==> config.mk <==
export PLATFORM = sky130hd
export DESIGN_NAME = shift_mult_unit
export DESIGN_NICKNAME = d
export VERILOG_FILES = /design/src/rtl/mult_pkg.sv /design/src/rtl/shift_reg_n.sv /design/src/rtl/shift_mult_unit.sv
export SDC_FILE = /design/constraint.sdc
export NUM_CORES = 1
export LEC_CHECK = 0
export CAP_MARGIN = 20
export CORE_MARGIN = 2
export CORE_UTILIZATION = 30
export DETAILED_ROUTE_END_ITERATION = 10
export GPL_ROUTABILITY_DRIVEN = 0
export SLEW_MARGIN = 5
export SYNTH_ARGS = -nofsm -noshare
export SYNTH_HDL_FRONTEND = slang
export SYNTH_SLANG_ARGS = --single-unit
export TNS_END_PERCENT = 30
==> constraint.sdc <==
create_clock -name Clk -period 2.15 [get_ports Clk]
set_input_delay 0.3225 -clock Clk [delete_from_list [all_inputs] [get_ports Clk]]
set_output_delay 0.3225 -clock Clk [all_outputs]
set_load 0.03 [all_outputs]
Fig. 1: supply network
Scale: 4 px per um. Pins as bars on the die edge.
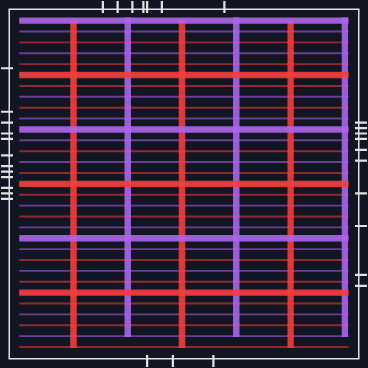
[red] VSS
[purple] VDD
rows: 30
met4 straps: 6
signal pins: 32
met5 straps: 6
met1 rails: 31
VDD IR max: 0.648 mV
Die Ht: 87.0 um
CORE AREA: 6720 um2
Die Wd: 87.0 um

Fig. 2: placement density heat map
Scale: 4 px per um. 9 x 9 tiles, from black (low) to pale yellow (high), 0 to 100% covered.
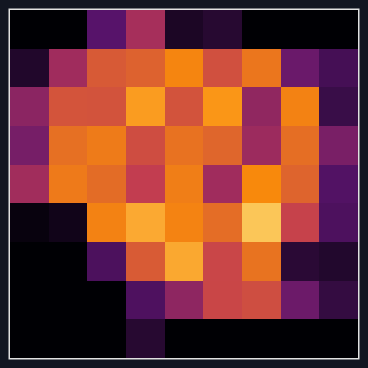
densest ninth of the die: middle
tiles over 75% full: 6.2%
mean over tiles: 37%
fullest tile: 88%
nearly empty tiles: 22%
emptiest ninth of the die: bottom left
Final Core Density: 0.431
FP Util: 0.307

==> flow_summary.yaml <==
# physical design summary
global_routing:
  met1_usage: 0.183
  grtUsageMet3: 0.0341
  grt-busiest-layer: "met2"
  grt_max_degree: 32
  grt_use_met2: 0.214
  grt_pass1_wl_mm: 8.18
  track_usage: 0.136
finish:
  combGateArea_um2: 1240
  buffers: 72
  fin_area_um2: 2900
  comb_share: 0.429
  seq_cell_count: 31
  inv_count: 13
  nClkBuffers: 5
  dominant_cells: "combinational gates"
  layout.nets: 314
  logic_gate_count: 163
  fillCellCount: 650
  fin_cells: 367
  seq_share: 0.268
floorplan:
  top_level_ports: 32
  tap_cells: 80
  die_area_um2: 7570
  rows: 30
clocking:
  cts_root_buf: "clkbuf_8"
  cts_resized: 5
  clk_latency_ns: 0.29
  clockBufferDepth: 2
  htreeDepth: 2
  hold_buffers: 0
  clock_sinks: 31
critical_path:
  crit_fanout: 5
  worst-path-buf-inv: 1
  worst-r2r-setup-slack_ns: -0.27
  max_stage_delay_ns: 0.38
  cp_num_cells: 11
  critPathCaptureType: "flop"
  crit_family: "AND-OR/OR-AND gates"
  path_class: "reg -> reg"
  path_cells: "ha_2 > nand3b_1 > nand2_1 > o21ai_2 > inv_1 > ha_1 > nor2b_4 > o211ai_1 > a31oi_1 > o211a_1 > nor4_1"
  r2r_cells: 11
final_timing:
  timing.slew.headroom: 0.620
  period_minus_slack_ns: 2.42
  hold_viol_final: 0
  hold_ws_ns: 0.417
  slew_viol_final: 0
  max_freq_mhz: 413
  fin_skew_ns: 0.00567
  fin_ws_ns: -0.271
  final-setup-viol-count: 6
  grt_setup_unrepaired: "yes"
detailed_routing:
  ant_nets: 0
  drt-met1-wl_mm: 2.45
  routed_wl_mm: 4.88
  vias_per_cell: 4.94
  met3_length_um: 201
  drt_first_pass_iters: 4
  routed-via-count: 1814
  highest_layer: "met4"
  route.met2.wl_mm: 2.18
min_path:
  hold_class: "in -> async"
yosys:
  ys_cells: 216
  ys_sh_mux: 0.111
  ys_sh_aoi: 0.171
  postSynthCellCount: 216
  yosysUniqueCellTypes: 43
  simple_gate_area_frac: 0.157
  syn-cell-area_um2: 2070
  async_flop_share: 1.00
  ys_sh_adder: 0.0945
  synth-edff-count: 0
  synth_top_area_share: 0.376
  top_cells_by_count: "dfrtp_1 (31), nand2_1 (20), o21ai_0 (17)"
  post_synth.cell_area_avg_um2: 9.56
  top_cell: "dfrtp_1"
  yosys_area_um2: 2070
outcome:
  status: "complete, but fails checks"
  violations: "negative setup slack"
job:
  tool_warnings: 32
power_and_ir_drop:
  p_clk_mw: 0.582
  combPwrFrac: 0.668
  p_sw_mw: 2.20
  p_seq_frac: 0.217
  internal-power_mw: 2.85
  pwr-share-clk: 0.115
  maxPowerGroup: "combinational logic"
  p_leak_nw: 1.29
place:
  port_buffers: 31
Power is estimated from default activity; no workload was simulated.
